===== config.mk =====
export PLATFORM = sky130hd
export DESIGN_NAME = control_unit_fsm_flat
export DESIGN_NICKNAME = d
export VERILOG_FILES = /design/src/rtl/control_unit_fsm_if.sv /design/src/rtl/control_unit_fsm.sv /design/src/flat_wrapper.sv
export SDC_FILE = /design/constraint.sdc
export NUM_CORES = 1
export LEC_CHECK = 0
export CAP_MARGIN = 25
export CORE_MARGIN = 2
export CORE_UTILIZATION = 45
export CTS_BUF_LIST = sky130_fd_sc_hd__clkbuf_8
export DETAILED_ROUTE_END_ITERATION = 16
export HOLD_SLACK_MARGIN = 0.06
export PLACE_DENSITY = 0.81
export SLEW_MARGIN = 20
export SYNTH_ARGS = -nofsm -noshare
export SYNTH_HDL_FRONTEND = slang
export SYNTH_SLANG_ARGS = --single-unit

===== constraint.sdc =====
create_clock -name clk -period 2.9 [get_ports clk]
set_input_delay 0.29 -clock clk [delete_from_list [all_inputs] [get_ports clk]]
set_output_delay 0.29 -clock clk [all_outputs]
set_load 0.02 [all_outputs]

===== src/rtl/control_unit_fsm_if.sv =====
// Bundle between the multicycle control unit and the datapath: IR fields and
// ALU/mult-div status in, mux selects and register enables out.
interface control_unit_fsm_if #(
   parameter int EXC_ADDR_WIDTH = 32
);
   logic [5:0]                opcode;
   logic [5:0]                funct;
   logic                      overflowflag;
   logic                      zeroflag;
   logic                      gtflag;
   logic                      divby0flag;
   logic                      md_done;
   logic                      PCWrite;
   logic [1:0]                IorD;
   logic                      WR;
   logic                      IRWrite;
   logic                      RegWrite;
   logic [1:0]                RegDest;
   logic [2:0]                MemToReg;
   logic                      ALUSrcA;
   logic [1:0]                ALUSrcB;
   logic [2:0]                ControlType;
   logic                      AluOutLoad;
   logic [2:0]                PCSource;
   logic                      EPCWrite;
   logic                      md_start;
   logic                      md_sel;
   logic [EXC_ADDR_WIDTH-1:0] ExceptionAdress;
   logic [4:0]                StateOut;

   modport master (
      input  opcode, funct, overflowflag, zeroflag, gtflag, divby0flag, md_done,
      output PCWrite, IorD, WR, IRWrite, RegWrite, RegDest, MemToReg, ALUSrcA,
             ALUSrcB, ControlType, AluOutLoad, PCSource, EPCWrite, md_start,
             md_sel, ExceptionAdress, StateOut
   );

   modport slave (
      output opcode, funct, overflowflag, zeroflag, gtflag, divby0flag, md_done,
      input  PCWrite, IorD, WR, IRWrite, RegWrite, RegDest, MemToReg, ALUSrcA,
             ALUSrcB, ControlType, AluOutLoad, PCSource, EPCWrite, md_start,
             md_sel, ExceptionAdress, StateOut
   );
endinterface


===== src/rtl/control_unit_fsm.sv =====
// Multicycle MIPS-subset control unit: fetch/decode/execute/memory/writeback
// sequencing with exception entry and a mult/div handshake.
module control_unit_fsm #(
   parameter int MEM_LATENCY    = 2,
   parameter int EXC_ADDR_WIDTH = 32,
   parameter int EXC_BASE       = 253
) (
   input  logic               clk,
   input  logic               reset_n,
   control_unit_fsm_if.master bus
);

   typedef enum logic [4:0] {
      S_RESET, S_FETCH, S_DECODE, S_EXEC_R, S_WB_R, S_EXEC_I, S_WB_I, S_LUI,
      S_BRANCH, S_JUMP, S_JAL, S_JR, S_MEMADDR, S_MEMREAD, S_MEMWB, S_MEMWRITE,
      S_MD_START, S_MD_WAIT, S_RTE, S_BREAK, S_HALT, S_EXC, S_EXC_READ, S_EXC_JUMP
   } state_t;

   localparam logic [5:0] OP_R = 6'd0,  OP_J = 6'd2,  OP_JAL = 6'd3,  OP_BEQ = 6'd4;
   localparam logic [5:0] OP_BNE = 6'd5, OP_BLE = 6'd6, OP_BGT = 6'd7, OP_ADDI = 6'd8;
   localparam logic [5:0] OP_ADDIU = 6'd9, OP_LUI = 6'd15, OP_LW = 6'd35, OP_SW = 6'd43;
   localparam logic [5:0] FN_JR = 6'd8, FN_BREAK = 6'd13, FN_RTE = 6'd19, FN_MULT = 6'd24;
   localparam logic [5:0] FN_DIV = 6'd26, FN_ADD = 6'd32, FN_SUB = 6'd34, FN_AND = 6'd36;
   localparam logic [5:0] FN_SLT = 6'd42;

   localparam int CW = $clog2(MEM_LATENCY + 1) + 1;
   localparam logic [CW-1:0] CNT_LAST = CW'(MEM_LATENCY);

   state_t                    state_q, state_d;
   logic [CW-1:0]             cnt_q, cnt_d;
   logic [EXC_ADDR_WIDTH-1:0] exc_addr_q, exc_addr_d;
   logic [1:0]                exc_code;
   logic                      last_wait;

   assign last_wait = (cnt_q == CNT_LAST);

   always_ff @(posedge clk) begin
      if (!reset_n) begin
         state_q    <= S_RESET;
         cnt_q      <= '0;
         exc_addr_q <= '0;
      end else begin
         state_q    <= state_d;
         cnt_q      <= cnt_d;
         exc_addr_q <= exc_addr_d;
      end
   end

   always_comb begin
      state_d          = state_q;
      exc_code         = 2'd0;
      bus.PCWrite      = 1'b0;
      bus.IorD         = 2'd0;
      bus.WR           = 1'b0;
      bus.IRWrite      = 1'b0;
      bus.RegWrite     = 1'b0;
      bus.RegDest      = 2'd0;
      bus.MemToReg     = 3'd0;
      bus.ALUSrcA      = 1'b0;
      bus.ALUSrcB      = 2'd0;
      bus.ControlType  = 3'd0;
      bus.AluOutLoad   = 1'b0;
      bus.PCSource     = 3'd0;
      bus.EPCWrite     = 1'b0;
      bus.md_start     = 1'b0;
      bus.md_sel       = 1'b0;
      // Gating on reset_n keeps pulses quiet in the cycle reset is first seen,
      // before the state register has been forced back to RESET.
      if (reset_n) begin
         unique case (state_q)
            S_RESET: begin
               bus.RegWrite = 1'b1;
               bus.RegDest  = 2'd3;
               bus.MemToReg = 3'd7;
               state_d      = S_FETCH;
            end
            S_FETCH: begin
               if (last_wait) begin
                  bus.IRWrite     = 1'b1;
                  bus.ALUSrcB     = 2'd1;
                  bus.ControlType = 3'd1;
                  bus.PCWrite     = 1'b1;
                  state_d         = S_DECODE;
               end
            end
            S_DECODE: begin
               bus.ALUSrcB     = 2'd3;
               bus.ControlType = 3'd1;
               bus.AluOutLoad  = 1'b1;
               state_d         = S_EXC;
               case (bus.opcode)
                  OP_R: begin
                     case (bus.funct)
                        FN_ADD, FN_SUB, FN_AND, FN_SLT: state_d = S_EXEC_R;
                        FN_JR:           state_d = S_JR;
                        FN_BREAK:        state_d = S_BREAK;
                        FN_RTE:          state_d = S_RTE;
                        FN_MULT, FN_DIV: state_d = S_MD_START;
                        default:         state_d = S_EXC;
                     endcase
                  end
                  OP_ADDI, OP_ADDIU:               state_d = S_EXEC_I;
                  OP_LUI:                          state_d = S_LUI;
                  OP_BEQ, OP_BNE, OP_BLE, OP_BGT:  state_d = S_BRANCH;
                  OP_LW, OP_SW:                    state_d = S_MEMADDR;
                  OP_J:                            state_d = S_JUMP;
                  OP_JAL:                          state_d = S_JAL;
                  default:                         state_d = S_EXC;
               endcase
            end
            S_EXEC_R: begin
               bus.ALUSrcA    = 1'b1;
               bus.AluOutLoad = 1'b1;
               case (bus.funct)
                  FN_SUB:  bus.ControlType = 3'd2;
                  FN_AND:  bus.ControlType = 3'd3;
                  FN_SLT:  bus.ControlType = 3'd7;
                  default: bus.ControlType = 3'd1;
               endcase
               if (bus.overflowflag && (bus.funct == FN_ADD || bus.funct == FN_SUB)) begin
                  exc_code = 2'd1;
                  state_d  = S_EXC;
               end else begin
                  state_d  = S_WB_R;
               end
            end
            S_WB_R: begin
               bus.RegWrite = 1'b1;
               bus.RegDest  = 2'd1;
               bus.MemToReg = (bus.funct == FN_SLT) ? 3'd4 : 3'd0;
               state_d      = S_FETCH;
            end
            S_EXEC_I: begin
               bus.ALUSrcA     = 1'b1;
               bus.ALUSrcB     = 2'd2;
               bus.ControlType = 3'd1;
               bus.AluOutLoad  = 1'b1;
               if (bus.overflowflag && bus.opcode == OP_ADDI) begin
                  exc_code = 2'd1;
                  state_d  = S_EXC;
               end else begin
                  state_d  = S_WB_I;
               end
            end
            S_WB_I: begin
               bus.RegWrite = 1'b1;
               state_d      = S_FETCH;
            end
            S_LUI: begin
               bus.RegWrite = 1'b1;
               bus.MemToReg = 3'd3;
               state_d      = S_FETCH;
            end
            S_BRANCH: begin
               bus.ALUSrcA     = 1'b1;
               bus.ControlType = 3'd2;
               bus.PCSource    = 3'd1;
               case (bus.opcode)
                  OP_BEQ:  bus.PCWrite = bus.zeroflag;
                  OP_BNE:  bus.PCWrite = !bus.zeroflag;
                  OP_BLE:  bus.PCWrite = !bus.gtflag;
                  default: bus.PCWrite = bus.gtflag;
               endcase
               state_d = S_FETCH;
            end
            S_JUMP: begin
               bus.PCSource = 3'd2;
               bus.PCWrite  = 1'b1;
               state_d      = S_FETCH;
            end
            S_JAL: begin
               bus.PCSource = 3'd2;
               bus.PCWrite  = 1'b1;
               bus.RegWrite = 1'b1;
               bus.RegDest  = 2'd2;
               bus.MemToReg = 3'd2;
               state_d      = S_FETCH;
            end
            S_JR: begin
               bus.PCSource = 3'd5;
               bus.PCWrite  = 1'b1;
               state_d      = S_FETCH;
            end
            S_RTE: begin
               bus.PCSource = 3'd4;
               bus.PCWrite  = 1'b1;
               state_d      = S_FETCH;
            end
            S_MEMADDR: begin
               bus.ALUSrcA     = 1'b1;
               bus.ALUSrcB     = 2'd2;
               bus.ControlType = 3'd1;
               bus.AluOutLoad  = 1'b1;
               state_d         = (bus.opcode == OP_LW) ? S_MEMREAD : S_MEMWRITE;
            end
            S_MEMREAD: begin
               bus.IorD = 2'd1;
               if (last_wait) begin
                  bus.IRWrite = 1'b1;
                  state_d     = S_MEMWB;
               end
            end
            S_MEMWB: begin
               bus.RegWrite = 1'b1;
               bus.MemToReg = 3'd1;
               state_d      = S_FETCH;
            end
            S_MEMWRITE: begin
               bus.IorD = 2'd1;
               bus.WR   = 1'b1;
               state_d  = S_FETCH;
            end
            S_MD_START: begin
               bus.md_sel = (bus.funct == FN_DIV);
               if (bus.funct == FN_DIV && bus.divby0flag) begin
                  exc_code = 2'd2;
                  state_d  = S_EXC;
               end else begin
                  bus.md_start = 1'b1;
                  state_d      = S_MD_WAIT;
               end
            end
            S_MD_WAIT: begin
               if (bus.md_done) state_d = S_FETCH;
            end
            S_BREAK: begin
               bus.ALUSrcB     = 2'd1;
               bus.ControlType = 3'd2;
               bus.PCWrite     = 1'b1;
               state_d         = S_HALT;
            end
            S_HALT: state_d = S_HALT;
            S_EXC: begin
               bus.ALUSrcB     = 2'd1;
               bus.ControlType = 3'd2;
               bus.EPCWrite    = 1'b1;
               state_d         = S_EXC_READ;
            end
            S_EXC_READ: begin
               bus.IorD = 2'd2;
               if (last_wait) state_d = S_EXC_JUMP;
            end
            S_EXC_JUMP: begin
               bus.PCSource = 3'd3;
               bus.PCWrite  = 1'b1;
               state_d      = S_FETCH;
            end
            default: state_d = S_RESET;
         endcase
      end
   end

   // Handler address is captured on the transition into EXC so it is already
   // valid while EXC drives EPCWrite.
   always_comb begin
      exc_addr_d = exc_addr_q;
      if (state_q != S_EXC && state_d == S_EXC)
         exc_addr_d = EXC_ADDR_WIDTH'(EXC_BASE) + EXC_ADDR_WIDTH'(exc_code);
   end

   always_comb begin
      cnt_d = '0;
      if (state_d == state_q && cnt_q != CNT_LAST &&
          (state_q == S_FETCH || state_q == S_MEMREAD || state_q == S_EXC_READ))
         cnt_d = cnt_q + 1'b1;
   end

   assign bus.ExceptionAdress = exc_addr_q;
   assign bus.StateOut        = state_q;

endmodule

===== src/flat_wrapper.sv =====
// flat-port wrapper written by rule: the top's interface ports become plain ports
module control_unit_fsm_flat 
#(
   parameter int MEM_LATENCY    = 2,
   parameter int EXC_ADDR_WIDTH = 32,
   parameter int EXC_BASE       = 253
)
  (clk, reset_n, bus_opcode, bus_funct, bus_overflowflag, bus_zeroflag, bus_gtflag, bus_divby0flag, bus_md_done, bus_PCWrite, bus_IorD, bus_WR, bus_IRWrite, bus_RegWrite, bus_RegDest, bus_MemToReg, bus_ALUSrcA, bus_ALUSrcB, bus_ControlType, bus_AluOutLoad, bus_PCSource, bus_EPCWrite, bus_md_start, bus_md_sel, bus_ExceptionAdress, bus_StateOut);
  control_unit_fsm_if #(.EXC_ADDR_WIDTH(EXC_ADDR_WIDTH)) bus_i ();
  input  logic clk;
  input  logic reset_n;
  input wire logic [$bits(bus_i.opcode)-1:0] bus_opcode;
  input wire logic [$bits(bus_i.funct)-1:0] bus_funct;
  input wire logic [$bits(bus_i.overflowflag)-1:0] bus_overflowflag;
  input wire logic [$bits(bus_i.zeroflag)-1:0] bus_zeroflag;
  input wire logic [$bits(bus_i.gtflag)-1:0] bus_gtflag;
  input wire logic [$bits(bus_i.divby0flag)-1:0] bus_divby0flag;
  input wire logic [$bits(bus_i.md_done)-1:0] bus_md_done;
  output wire logic [$bits(bus_i.PCWrite)-1:0] bus_PCWrite;
  output wire logic [$bits(bus_i.IorD)-1:0] bus_IorD;
  output wire logic [$bits(bus_i.WR)-1:0] bus_WR;
  output wire logic [$bits(bus_i.IRWrite)-1:0] bus_IRWrite;
  output wire logic [$bits(bus_i.RegWrite)-1:0] bus_RegWrite;
  output wire logic [$bits(bus_i.RegDest)-1:0] bus_RegDest;
  output wire logic [$bits(bus_i.MemToReg)-1:0] bus_MemToReg;
  output wire logic [$bits(bus_i.ALUSrcA)-1:0] bus_ALUSrcA;
  output wire logic [$bits(bus_i.ALUSrcB)-1:0] bus_ALUSrcB;
  output wire logic [$bits(bus_i.ControlType)-1:0] bus_ControlType;
  output wire logic [$bits(bus_i.AluOutLoad)-1:0] bus_AluOutLoad;
  output wire logic [$bits(bus_i.PCSource)-1:0] bus_PCSource;
  output wire logic [$bits(bus_i.EPCWrite)-1:0] bus_EPCWrite;
  output wire logic [$bits(bus_i.md_start)-1:0] bus_md_start;
  output wire logic [$bits(bus_i.md_sel)-1:0] bus_md_sel;
  output wire logic [$bits(bus_i.ExceptionAdress)-1:0] bus_ExceptionAdress;
  output wire logic [$bits(bus_i.StateOut)-1:0] bus_StateOut;
  assign bus_i.opcode = bus_opcode;
  assign bus_i.funct = bus_funct;
  assign bus_i.overflowflag = bus_overflowflag;
  assign bus_i.zeroflag = bus_zeroflag;
  assign bus_i.gtflag = bus_gtflag;
  assign bus_i.divby0flag = bus_divby0flag;
  assign bus_i.md_done = bus_md_done;
  assign bus_PCWrite = bus_i.PCWrite;
  assign bus_IorD = bus_i.IorD;
  assign bus_WR = bus_i.WR;
  assign bus_IRWrite = bus_i.IRWrite;
  assign bus_RegWrite = bus_i.RegWrite;
  assign bus_RegDest = bus_i.RegDest;
  assign bus_MemToReg = bus_i.MemToReg;
  assign bus_ALUSrcA = bus_i.ALUSrcA;
  assign bus_ALUSrcB = bus_i.ALUSrcB;
  assign bus_ControlType = bus_i.ControlType;
  assign bus_AluOutLoad = bus_i.AluOutLoad;
  assign bus_PCSource = bus_i.PCSource;
  assign bus_EPCWrite = bus_i.EPCWrite;
  assign bus_md_start = bus_i.md_start;
  assign bus_md_sel = bus_i.md_sel;
  assign bus_ExceptionAdress = bus_i.ExceptionAdress;
  assign bus_StateOut = bus_i.StateOut;
  control_unit_fsm #(.MEM_LATENCY(MEM_LATENCY), .EXC_ADDR_WIDTH(EXC_ADDR_WIDTH), .EXC_BASE(EXC_BASE)) u_core (.clk(clk), .reset_n(reset_n), .bus(bus_i));
endmodule

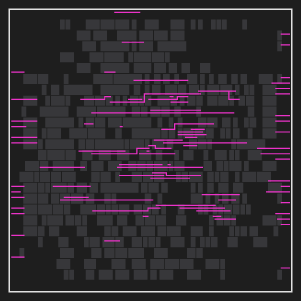
(met3 routing)
Scale: 4 px per um. Cells faint in the background.
wire length on this layer = 562 um
longest straight run = 35.4 um

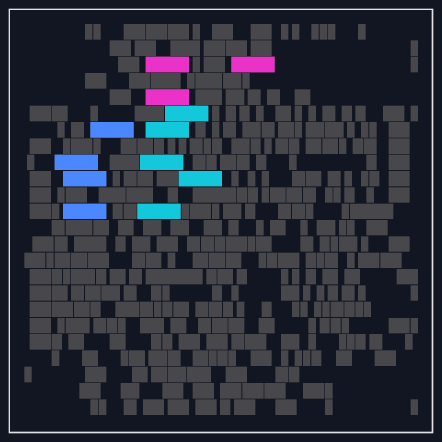
(sequential cells colored by netlist name)
Scale: 6 px per um. Other cells in gray.
`u_core.bus.ExceptionAdress` -> blue  # placed flops 4
`u_core.bus.StateOut` -> cyan  # placed flops 5
`u_core.cnt_q` -> magenta  # placed flops 3

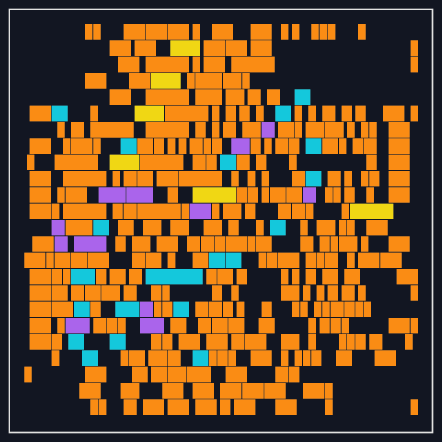
(cells by drive strength)
Scale: 6 px per um.
drive 1 or less -> orange  # cells 313, share 89%
drive 3 to 4 -> cyan  # cells 20, share 5.7%
drive 2 -> purple  # cells 12, share 3.4%
drive 6 and up -> yellow  # cells 6, share 1.7%

==> impl_metrics.ini <==
; flow metrics
[layout]
fillCellCount = 413
antenna_cells = 0
logic_area_um2 = 1470
area_delta_synth_final_pct = 31.7
drive_above_1_share = 0.108

[critical_path]
crit_cells = 8
cp_num_buf_inv = 2
critPathLaunch = bus_opcode[5]
crit_path_end_kind = output pin
required_ps = 2610
slowest_stage = clkdlybuf4s50_1
cpPeakStageDelay_ps = 620
worstPathArrival_ps = 2470
cp_top_family = buffers and inverters
cpMostUsedCell = clkdlybuf4s50_1
ff2ff_setup_slack_ps = 350

[routing]
wl_mm = 5.87
drc = 0
vias = 2318
first_pass_iters = 4
wl_met3_um = 562

[flow_run]
warnings = 27

[power]
ir_drop_mv = 0.303

[sta]
worst_pin_slew_ps = 580
finalSetupViolations = 0
relSlewSlack = 0.613
maxSlewViolCount = 0

[place]
dpl.hpwl_mm = 4.70
portBuffers = 56
gp_congestion = 0.926

[cts]
cts-root-buf = clkbuf_8
clockBufferDepth = 2
htreeDepth = 1
hold_buffers = 0

[worst_hold_path]
hold_depth = 2

[status]
status = complete, no violations

[grt]
grt_pass1_vias = 2052
grt_max_degree = 20
grt_overflow = 0
antenna_found_initial = 0

[synthesis]
ys.flop_type = dfxtp_1
synth-async-reset-ratio = 0
syn_inst = 299
ys_ff = 12

[die]
dieArea_um2 = 4940
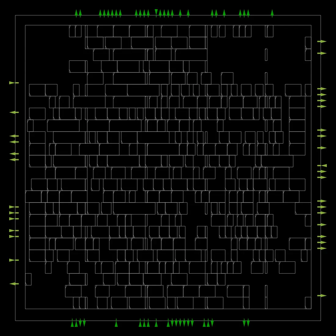
(cell placement)
Post-Layout Cell Count: 403
Util after Layout: 0.606

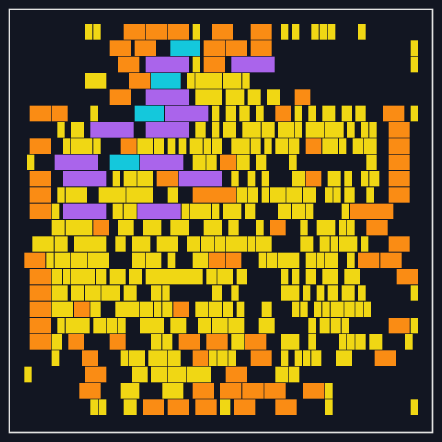
(placed cells, one color a class)
Scale: 6 px per um.
all other logic -> yellow  # cells 260, share of their area 60%
clock drivers and dummy loads -> cyan  # cells 4, share of their area 2.2%
other buffers and delay cells -> orange  # cells 75, share of their area 29%
flip-flops -> purple  # cells 12, share of their area 9.5%

-- cell type report --
| cell class | instances | area share |
|---|---|---|
| Inverter | 11 | 0.0159 |
| Timing Repair Buffer | 75 | 0.280 |
| Clock buffer | 4 | 0.0211 |
| Sequential cell | 12 | 0.0923 |
| Tap cell | 52 | 0.0250 |
| Multi-Input combinational cell | 249 | 0.566 |
-- timing repair --
item / CTS / global route
gates resized: 0 / 3
endpoints found under the setup margin: 0 / 6
buffers inserted: 0 / 0
-- metrics by stage --
step / util / instance area, um2 / setup WS [ps] / total power [uW] / hold slack, ps
4_1_cts: 0.604 / 2590 / 121 / 595 / 469
3_3_place_gp: 0.591 / 2540 / 105 / 415 / 435
3_5_place_dp: 0.591 / 2540 / 0.103 / 418 / 452
5_1_grt: 0.606 / 2600 / 18.4 / 629 / 481
6_report: 0.606 / 2600 / 144 / 597 / 467
2_1_floorplan: - / 2060 / 656 / 353 / 417
-- power breakdown --
group / leakage, uW / switching (uW) / internal [uW]
clock: 0.0000288 / 56.1 / 119
combinational: 0.000885 / 144 / 98.0
sequential: 0.0000973 / 9.99 / 169
total: 0.00101 / 210 / 387
-- state kept, by name, indices dropped and copies added, names as in the netlist --
register and count:
u_core.bus.ExceptionAdress 4, u_core.bus.StateOut 5, u_core.cnt_q 3
-- layer usage --
| metal | global-route usage | up-vias |
|---|---|---|
| li1 | - | 1125 |
| met1 | 0.317 | 1055 |
| met2 | 0.378 | 128 |
| met3 | 0.0274 | 10 |
| met4 | 0.0662 | 0 |
| met5 | 0 | - |
-- logic make-up after synthesis --
group                      Yosys count  synth area share
muxes                                6            0.0304
other                                1           0.00190
xor gates and xnor gates             5            0.0222
buffers and inverters               60             0.180
and+or+nand+nor                    150             0.394
DFF                                 12             0.122
adders and majority gates            3            0.0190
AOI/OAI and AO/OA                   62             0.231
No activity file was given, so power comes from the tool's default toggle rates.
